Fig. 1: run 1, the metal 1 layer
Cells faint in the background.
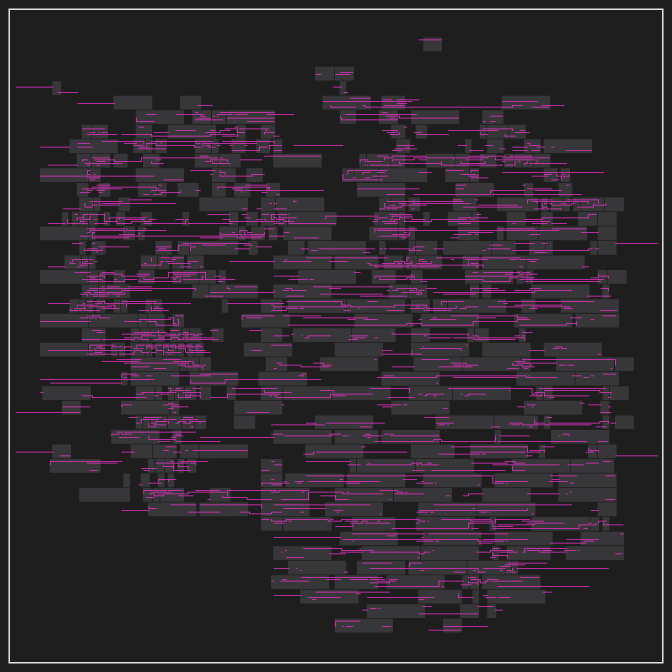
Fig. 2: run 1, M2 wires
The bar under the picture is 20 um long.
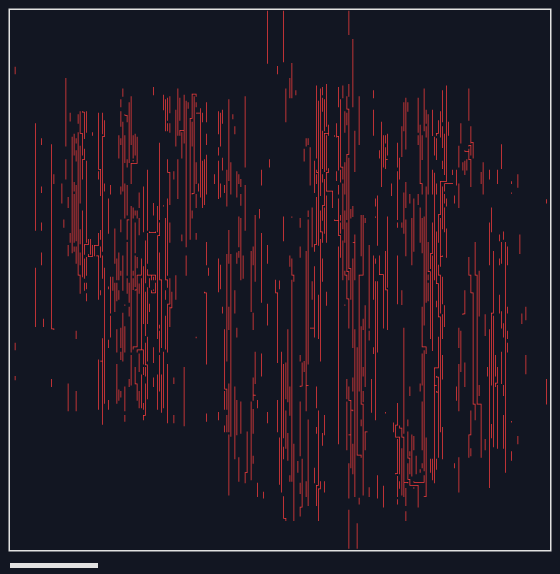
Fig. 3: run 1, signal wires on met3
The bar under the picture is 20 um long.
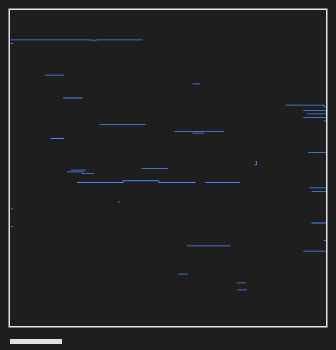
$ cat config.mk
export PLATFORM = sky130hd
export DESIGN_NAME = uart_rx_sniffer
export DESIGN_NICKNAME = d
export VERILOG_FILES = /design/src/rtl/uart_sniffer_pkg.sv /design/src/rtl/sniffer_sync_fifo.sv /design/src/rtl/uart_rx_sniffer.sv
export SDC_FILE = /design/constraint.sdc
export NUM_CORES = 1
export LEC_CHECK = 0
export ABC_CLOCK_PERIOD_IN_PS = 7900
export CORE_MARGIN = 5
export CORE_UTILIZATION = 40
export DETAILED_ROUTE_END_ITERATION = 12
export GPL_TIMING_DRIVEN = 0
export HOLD_SLACK_MARGIN = 0.06
export PLACE_DENSITY = 0.59
export SLEW_MARGIN = 20
export SYNTH_ARGS = -nofsm -noshare
export SYNTH_HDL_FRONTEND = slang
export SYNTH_HIERARCHICAL = 1
export SYNTH_SLANG_ARGS = --single-unit
export TNS_END_PERCENT = 10
$ cat constraint.sdc
create_clock -name CLK -period 7.9 [get_ports CLK]
set_input_delay 0.79 -clock CLK [delete_from_list [all_inputs] [get_ports CLK]]
set_output_delay 0.79 -clock CLK [all_outputs]
set_load 0.005 [all_outputs]
$ cat src/rtl/uart_sniffer_pkg.sv
// Shared definitions for the UART receive sniffer: deserializer state
// encoding, sizing defaults and the FIFO level width.
package uart_sniffer_pkg;

  localparam int DEFAULT_CLKS_PER_BIT = 347;
  localparam int DEFAULT_FIFO_DEPTH   = 8;
  localparam int LEVEL_W              = 4;

  typedef enum logic [2:0] {
    IDLE,
    START,
    DATA,
    STOP,
    WAIT_IDLE
  } rx_state_t;

endpackage

$ cat src/rtl/sniffer_sync_fifo.sv
// Single-clock show-ahead byte FIFO with a sticky overflow flag.
// The head byte is presented combinationally and masked to zero while empty.
module sniffer_sync_fifo
  import uart_sniffer_pkg::*;
#(
  parameter int DEPTH = DEFAULT_FIFO_DEPTH
) (
  input  logic               clk,
  input  logic               rst_n,
  input  logic               push,
  input  logic [7:0]         push_data,
  input  logic               pop,
  input  logic               clr,
  output logic [7:0]         rd_data,
  output logic               rd_valid,
  output logic [LEVEL_W-1:0] level,
  output logic               overflow
);

  localparam int AW = $clog2(DEPTH);

  logic [7:0]  mem [DEPTH];
  logic [AW:0] wr_cnt;
  logic [AW:0] rd_cnt;
  logic [AW:0] used;
  logic        full;
  logic        do_pop;
  logic        do_push;
  logic        drop;

  assign used     = wr_cnt - rd_cnt;
  assign full     = (used == (AW+1)'(DEPTH));
  assign rd_valid = (used != '0);
  assign level    = LEVEL_W'(used);
  assign do_pop   = pop && rd_valid;
  // A full FIFO still accepts a byte when the head leaves on the same edge.
  assign do_push  = push && (!full || do_pop);
  assign drop     = push && full && !do_pop;
  assign rd_data  = rd_valid ? mem[rd_cnt[AW-1:0]] : 8'h00;

  always_ff @(posedge clk) begin
    if (do_push) begin
      mem[wr_cnt[AW-1:0]] <= push_data;
    end
  end

  always_ff @(posedge clk or negedge rst_n) begin
    if (!rst_n) begin
      wr_cnt   <= '0;
      rd_cnt   <= '0;
      overflow <= 1'b0;
    end else begin
      if (do_push) wr_cnt <= wr_cnt + 1'b1;
      if (do_pop)  rd_cnt <= rd_cnt + 1'b1;
      if (drop)     overflow <= 1'b1;
      else if (clr) overflow <= 1'b0;
    end
  end

endmodule

$ cat src/rtl/uart_rx_sniffer.sv
// UART receive sniffer: synchronizes RXD, deserializes 8N1 frames sampled at
// mid-bit, and queues good bytes into a show-ahead FIFO for the monitor.
module uart_rx_sniffer
  import uart_sniffer_pkg::*;
#(
  parameter int CLKS_PER_BIT = DEFAULT_CLKS_PER_BIT,
  parameter int FIFO_DEPTH   = DEFAULT_FIFO_DEPTH
) (
  input  logic               CLK,
  input  logic               RSTN,
  input  logic               RXD,
  input  logic               RD_EN,
  output logic [7:0]         RD_DATA,
  output logic               RD_VALID,
  output logic [LEVEL_W-1:0] FIFO_LEVEL,
  output logic               FRAME_ERR,
  output logic               OVERFLOW,
  input  logic               CLR
);

  localparam logic [15:0] HALF_BIT = 16'(CLKS_PER_BIT / 2);
  localparam logic [15:0] FULL_BIT = 16'(CLKS_PER_BIT);

  rx_state_t   state, state_next;
  logic        rxd_meta, rxd_s;
  logic [15:0] cnt, cnt_next;
  logic [2:0]  idx, idx_next;
  logic [7:0]  shreg, shreg_next;
  logic        expired;
  logic        push;
  logic        frame_err_next;

  always_ff @(posedge CLK or negedge RSTN) begin
    if (!RSTN) begin
      rxd_meta <= 1'b1;
      rxd_s    <= 1'b1;
    end else begin
      rxd_meta <= RXD;
      rxd_s    <= rxd_meta;
    end
  end

  always_ff @(posedge CLK or negedge RSTN) begin
    if (!RSTN) begin
      state     <= IDLE;
      cnt       <= '0;
      idx       <= '0;
      shreg     <= '0;
      FRAME_ERR <= 1'b0;
    end else begin
      state     <= state_next;
      cnt       <= cnt_next;
      idx       <= idx_next;
      shreg     <= shreg_next;
      FRAME_ERR <= frame_err_next;
    end
  end

  assign expired = (cnt == 16'd1);

  // The half-bit start delay centres every later sample in its bit cell.
  always_comb begin
    state_next     = state;
    cnt_next       = cnt;
    idx_next       = idx;
    shreg_next     = shreg;
    push           = 1'b0;
    frame_err_next = 1'b0;
    case (state)
      IDLE: begin
        if (!rxd_s) begin
          state_next = START;
          cnt_next   = HALF_BIT;
        end
      end
      START: begin
        if (!expired) begin
          cnt_next = cnt - 16'd1;
        end else if (!rxd_s) begin
          state_next = DATA;
          cnt_next   = FULL_BIT;
          idx_next   = '0;
        end else begin
          state_next = IDLE;
        end
      end
      DATA: begin
        if (!expired) begin
          cnt_next = cnt - 16'd1;
        end else begin
          shreg_next = {rxd_s, shreg[7:1]};
          cnt_next   = FULL_BIT;
          idx_next   = idx + 3'd1;
          if (idx == 3'd7) state_next = STOP;
        end
      end
      STOP: begin
        if (!expired) begin
          cnt_next = cnt - 16'd1;
        end else if (rxd_s) begin
          push       = 1'b1;
          state_next = IDLE;
        end else begin
          frame_err_next = 1'b1;
          state_next     = WAIT_IDLE;
        end
      end
      WAIT_IDLE: begin
        if (rxd_s) state_next = IDLE;
      end
      default: state_next = IDLE;
    endcase
  end

  sniffer_sync_fifo #(
    .DEPTH(FIFO_DEPTH)
  ) u_fifo (
    .clk      (CLK),
    .rst_n    (RSTN),
    .push     (push),
    .push_data(shreg),
    .pop      (RD_EN),
    .clr      (CLR),
    .rd_data  (RD_DATA),
    .rd_valid (RD_VALID),
    .level    (FIFO_LEVEL),
    .overflow (OVERFLOW)
  );

endmodule

==> reports/metrics.yaml, run 1 <==
power.switching_fraction: 0.2957
place_congestion: 0.8028
clock_power_uw: 435
synth_mux_share: 0.09591
post-place-cells: 565
cts_made_buffers: 9
power.density_nw_per_um2: 245.7
rrSetupSlack_ps: 4140
crit_path_top_delay_cell: "sky130_fd_sc_hd__nor3_2"
synth.yosys.chip_area_um2: 5022
cts_tree: "done"
synthesis.area_per_instance_um2: 13.50
route.antenna.remaining_nets: 0
synth-seq-area-share: 0.5924
post-route-drc-count: 0
p_int_uw: 994.4
tightest_slew_ps: 1054
gr-usage-all-layers: 0.1423
critical_path_peak_fanout: 10
crit_arrival_ps: 3820
cts.htree.levels: 3
postCtsHoldBufs: 0
postCtsSetupBuffers: 0
clkSlewWorstSetupHoldPaths_ps: 70
finish.instance_area_um2: 5747
setup_violations: 0
p_comb_frac: 0.265
place_worst_setup_slack_ps: 3585
leakage_uw: 0.001928
antenna_cells: 0
worstHoldStart: "rxd_meta"
critical_path.top_delay_family: "buffers and inverters"
fp.dieArea_um2: 14900
final-hold-violation-count: 0
outcome: "finished, final reports clean"
antenna_found_initial: 0
Notes on Fig. 1 above:
main direction: horizontal
longest straight run: 35.0 um
nets with wire on the layer: 390
share of all routed wire: 46%
wire length on this layer: 4,480 um
vias after detailed routing: 3,081
Routed Wire Length: 9758 um
met1 track utilization from global routing: 0.1826

Notes on Fig. 2 above:
wire length on this layer: 4,840 um
longest straight run: 52.0 um
met2 usage in global routing: 0.2379

Notes on Fig. 3 above:
longest straight run: 30.4 um
share of all routed wire: 3.1%
main direction: horizontal
met3 Resource Use GR: 0.03482

## run 1: final cells by class
type                    instances  area (um^2)
inverters                      11        41.29
fillers                      1130         6719
flip-flops and latches        106         2975
clock buffers                   9        225.2
plain buffers                  17        105.1
clock inverters                 7        65.06
multi-input cells             238         1907
well taps                     172        215.2
repair buffers                 21        212.7
## run 1: layer usage
metal | share of wire | vias to the layer above | wire length [um]
li1 | - | 1479 | -
met4 | 0.014 | 0 | 139
met5 | 0 | - | 0
met1 | 0.46 | 1545 | 4479
met2 | 0.50 | 46 | 4836
met3 | 0.031 | 11 | 303
## run 1: synth_stat cells (4+ instances only)
cell type	number	area share
sky130_fd_sc_hd__nor2_1	21	0.016
sky130_fd_sc_hd__edfxtp_1	64	0.38
sky130_fd_sc_hd__nor4_1	5	0.0062
sky130_fd_sc_hd__nor3_2	6	0.012
sky130_fd_sc_hd__nor3_1	9	0.0090
sky130_fd_sc_hd__o31ai_1	5	0.0075
sky130_fd_sc_hd__dfrtp_1	40	0.20
sky130_fd_sc_hd__or4_1	4	0.0060
sky130_fd_sc_hd__mux4_2	16	0.072
sky130_fd_sc_hd__xor2_1	4	0.0070
sky130_fd_sc_hd__a21oi_1	25	0.025
sky130_fd_sc_hd__o21ai_0	4	0.0040
sky130_fd_sc_hd__nand2_1	37	0.028
sky130_fd_sc_hd__inv_1	10	0.0075
sky130_fd_sc_hd__clkbuf_1	7	0.0052
sky130_fd_sc_hd__xnor2_1	4	0.0070
sky130_fd_sc_hd__nand4_1	4	0.0050
sky130_fd_sc_hd__mux2_1	8	0.018
sky130_fd_sc_hd__nand2b_1	8	0.010
sky130_fd_sc_hd__ha_1	9	0.022
==> run 2: changes to the inputs <==
--- a/config.mk
+++ b/config.mk
@@ -5,13 +5,13 @@
 export SDC_FILE = /design/constraint.sdc
 export NUM_CORES = 1
 export LEC_CHECK = 0
-export ABC_CLOCK_PERIOD_IN_PS = 7900
+export ABC_CLOCK_PERIOD_IN_PS = 4200
 export CORE_MARGIN = 5
 export CORE_UTILIZATION = 40
 export DETAILED_ROUTE_END_ITERATION = 12
 export GPL_TIMING_DRIVEN = 0
 export HOLD_SLACK_MARGIN = 0.06
-export PLACE_DENSITY = 0.59
+export PLACE_DENSITY = 0.61
 export SLEW_MARGIN = 20
 export SYNTH_ARGS = -nofsm -noshare
 export SYNTH_HDL_FRONTEND = slang
==> constraint.sdc (replaced) <==
create_clock -name CLK -period 4.2 [get_ports CLK]
set_input_delay 0.42 -clock CLK [delete_from_list [all_inputs] [get_ports CLK]]
set_output_delay 0.42 -clock CLK [all_outputs]
set_load 0.005 [all_outputs]
Fig. 4: run 2, M2 wires
The bar under the picture is 20 um long.
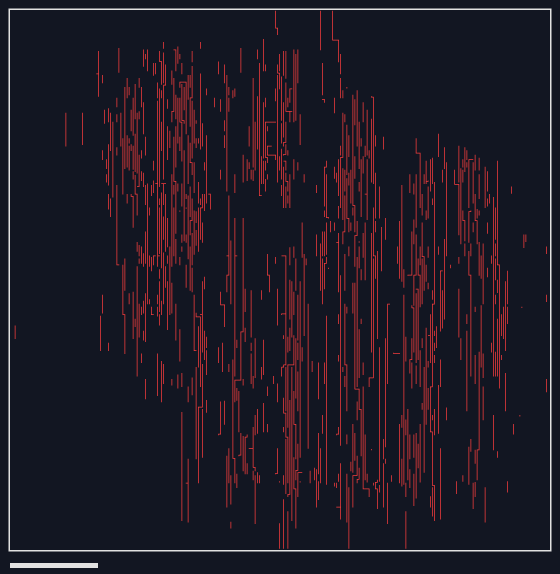
longest straight run: 42.8 um
share of all routed wire: 49%
nets with wire on the layer: 362
vias after detailed routing: 3,126
met2 usage in global routing: 0.2386
Routed Wire Length: 10,010 um

Fig. 5: run 2, the metal 1 layer
Cells faint in the background.
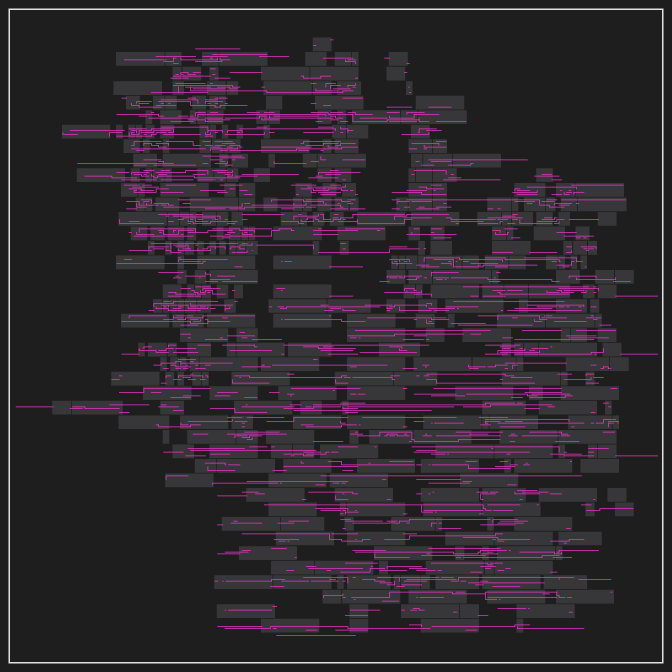
nets with wire on the layer: 385
main direction: horizontal
share of all routed wire: 46%
longest straight run: 48.8 um
wire length on this layer: 4,650 um
met1 track utilization from global routing: 0.1897

==> reports/metrics.yaml, run 2 <==
synthTopCellsByArea: "sky130_fd_sc_hd__edfxtp_1, sky130_fd_sc_hd__dfrtp_1, sky130_fd_sc_hd__mux4_2"
finish.instance_area_um2: 5843
cts_made_buffers: 9
outcome: "finished, final reports clean"
fp.coreArea_um2: 12470
critical_path_peak_fanout: 10
place_congestion: 0.7803
synth_area_leader_cell: "sky130_fd_sc_hd__edfxtp_1"
p_int_uw: 2051
power.switching_fraction: 0.2819
post-place-cells: 565
fillerInstances: 1113
synthesis.area_per_instance_um2: 13.50
antenna_cells: 0
grt_util_met3: 0.03018
power.density_nw_per_um2: 488.8
tightest_slew_ps: 853.0
post_synth_most_frequent_cells: "sky130_fd_sc_hd__edfxtp_1, sky130_fd_sc_hd__dfrtp_1, sky130_fd_sc_hd__nand2_1"
initCoreUtil: 0.4029
rrSetupSlack_ps: 810
cts.htree.levels: 3
crit_arrival_ps: 3470
crit_path_top_delay_cell: "sky130_fd_sc_hd__clkdlybuf4s50_1"
synth-seq-area-share: 0.5924
cts_tree: "done"
critical_path.top_delay_family: "buffers and inverters"
post-route-drc-count: 0
final-hold-violation-count: 0
leakage_uw: 0.001970
synth.yosys.chip_area_um2: 5022
antenna_found_initial: 0
yosysMostFrequentCell: "sky130_fd_sc_hd__edfxtp_1"
route.antenna.remaining_nets: 0
clock_power_uw: 984
setup_violations: 0
area_share_of_the_largest_cell_type_after_synthesis: 0.3827
## run 2: cell families after synthesis
logic type                 after synthesis  share of synthesized area
DFF                                    106                     0.5924
adders and majority gates               10                    0.02641
muxes                                   27                    0.09592
AOI/OAI and AO/OA                       70                     0.1041
xor gates and xnor gates                 8                    0.01395
and+or+nand+nor                        123                     0.1380
buffers and inverters                   28                    0.02915
## run 2: what timing repair did
action | in CTS | in global routing
gates resized | 2 | 5
endpoints found under the hold margin | 13 | 0
hold buffers | 1 | 0
setup endpoints to repair | 9 | 9
setup buffers | 0 | 0
## run 2: worst min-delay path by stage
stage	start	to	slack, ps	cells past startpoint
2_1_floorplan	RSTN	FRAME_ERR	120	0
5_1_grt	rxd_meta	rxd_s	370	0
3_5_place_dp	rxd_meta	rxd_s	350	0
4_1_cts	rxd_meta	rxd_s	360	0
3_3_place_gp	rxd_meta	rxd_s	350	0
6_report	rxd_meta	rxd_s	360	0
## run 2: area by class of cell
cell class,instances,area (um^2),area share
inverters,11,42.54,0.007281
multi-input cells,238,1929,0.3302
repair buffers,22,222.7,0.03812
clock inverters,6,121.4,0.02077
well taps,172,215.2,0.03683
plain buffers,17,107.6,0.01842
clock buffers,10,229.0,0.03919
flip-flops and latches,106,2975,0.5092
## run 2: layer usage
metal / share of wire / vias up / routed length (um)
met2: 0.49 / 44 / 4903
met5: 0 / - / 0
li1: - / 1482 / -
met4: 0.014 / 0 / 142
met3: 0.031 / 10 / 314
met1: 0.46 / 1590 / 4654
## run 2: per-stage QoR
stage / utilization / worst slack, ps
floorplan: - / 1044
global placement: 0.4354 / -272.8
detailed placement: 0.4377 / 157.1
CTS: 0.4672 / 75.52
global route: 0.4687 / 82.98
finish: 0.4687 / 314.9
==> run 3: changes to the inputs <==
==> constraint.sdc (replaced) <==
create_clock -name CLK -period 4.2 [get_ports CLK]
set_input_delay 0.42 -clock CLK [delete_from_list [all_inputs] [get_ports CLK]]
set_output_delay 0.42 -clock CLK [all_outputs]
set_load 0.02 [all_outputs]
Fig. 6: run 3, wiring heat map
The bar under the picture is 20 um long. The die is cut into 24 by 24 equal tiles; dark purple is low, yellow is high, scaled to the fullest tile. Values are wire area over tile area, all layers added.
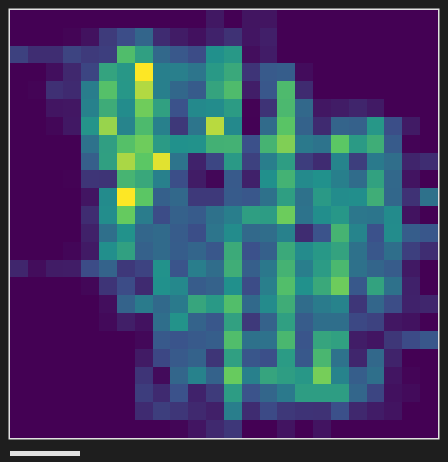
mean over tiles: 0.10
densest ninth of the die: centre
nearly empty tiles: 32%
emptiest ninth of the die: lower left
fullest tile: 0.44
tiles over half the peak: 17%
routed length per placed instance: 17.25 um
vias after detailed routing: 3,120
global router's overall resource usage: 0.1453

Fig. 7: run 3, M2 wires
The bar under the picture is 20 um long.
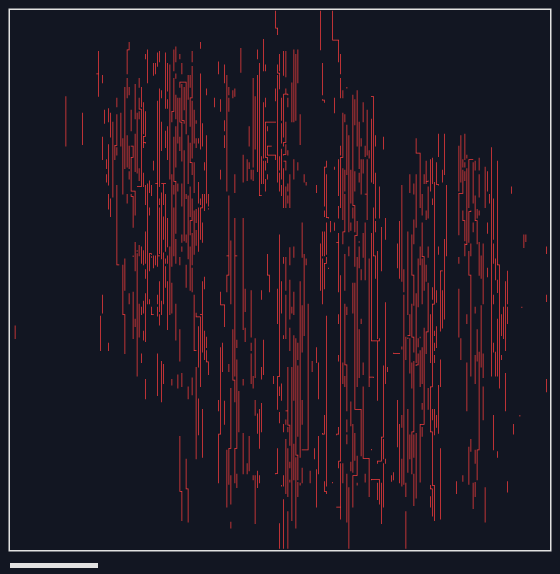
nets with wire on the layer: 361
longest straight run: 51.7 um
main direction: vertical
wire length on this layer: 4,960 um
share of all routed wire: 49%
Routed Wire Length: 10,050 um

==> reports/metrics.yaml, run 3 <==
post_synth_most_frequent_cells: "sky130_fd_sc_hd__edfxtp_1, sky130_fd_sc_hd__dfrtp_1, sky130_fd_sc_hd__nand2_1"
crit_arrival_ps: 3430
post-place-cells: 565
non_clock_buffer_area_share: 0.05975
yosysMostFrequentCell: "sky130_fd_sc_hd__edfxtp_1"
initCoreUtil: 0.4029
outcome: "finished, final reports clean"
finish.instance_area_um2: 5863
comb_cells: 238
nNonClkInverters: 11
postLayoutCoreUtil: 0.4703
clock_power_uw: 984
power.switching_fraction: 0.3039
cts_tree: "done"
clock_buf_count: 10
area_share_of_the_largest_cell_type_after_synthesis: 0.3827
setup_violations: 0
seqAreaFraction: 0.5075
synth-seq-area-share: 0.5924
cts.htree.levels: 3
synthesis.area_per_instance_um2: 13.50
run 3: netlist changes by cell type in the layout (fill, tap and decap cells not counted), sizes merged:
cell	change
buf	+1
run 3: how the worst min path moves through the flow:
stage | end | slack [ps] | cells past startpoint
final | rxd_s | 360 | 0
after global placement | rxd_s | 350 | 0
after detailed placement | rxd_s | 350 | 0
after floorplan | FRAME_ERR | 120 | 0
after CTS | rxd_s | 360 | 0
after global routing | rxd_s | 370 | 0
run 3: layer usage:
layer	GRT usage	vias to the layer above	part of all wire
met5	0	-	0
met4	0.05668	0	0.014
met3	0.03018	10	0.031
met2	0.2386	47	0.49
met1	0.1897	1579	0.46
li1	-	1484	-
run 3: critical path, cell delays in order (launching register included):
cell                              delay [ps]
sky130_fd_sc_hd__dfrtp_1                 350
sky130_fd_sc_hd__clkbuf_2                280
sky130_fd_sc_hd__buf_2                   340
sky130_fd_sc_hd__inv_1                   130
sky130_fd_sc_hd__fa_1                    590
sky130_fd_sc_hd__nor2b_1                  80
sky130_fd_sc_hd__nand2_1                 240
sky130_fd_sc_hd__nor3_4                   90
sky130_fd_sc_hd__buf_12                  160
sky130_fd_sc_hd__a21oi_1                 170
sky130_fd_sc_hd__clkdlybuf4s50_1         640
run 3: cell families (layout without fill, tap and decap cells):
logic type / Yosys count / in the layout / synth area share
and+or+nand+nor: 123 / 123 / 0.1380
adders and majority gates: 10 / 10 / 0.02641
buffers and inverters: 28 / 67 / 0.02915
DFF: 106 / 106 / 0.5924
AOI/OAI and AO/OA: 70 / 70 / 0.1041
xor gates and xnor gates: 8 / 8 / 0.01395
muxes: 27 / 27 / 0.09592
run 3: repair_timing:
action                     4_1_cts  5_1_grt
pin swaps                        0        1
setup endpoints to repair        9        9
resized                          3        3
hold buffers                     1        0
hold endpoints to repair        13        0
buffers inserted                 0        1
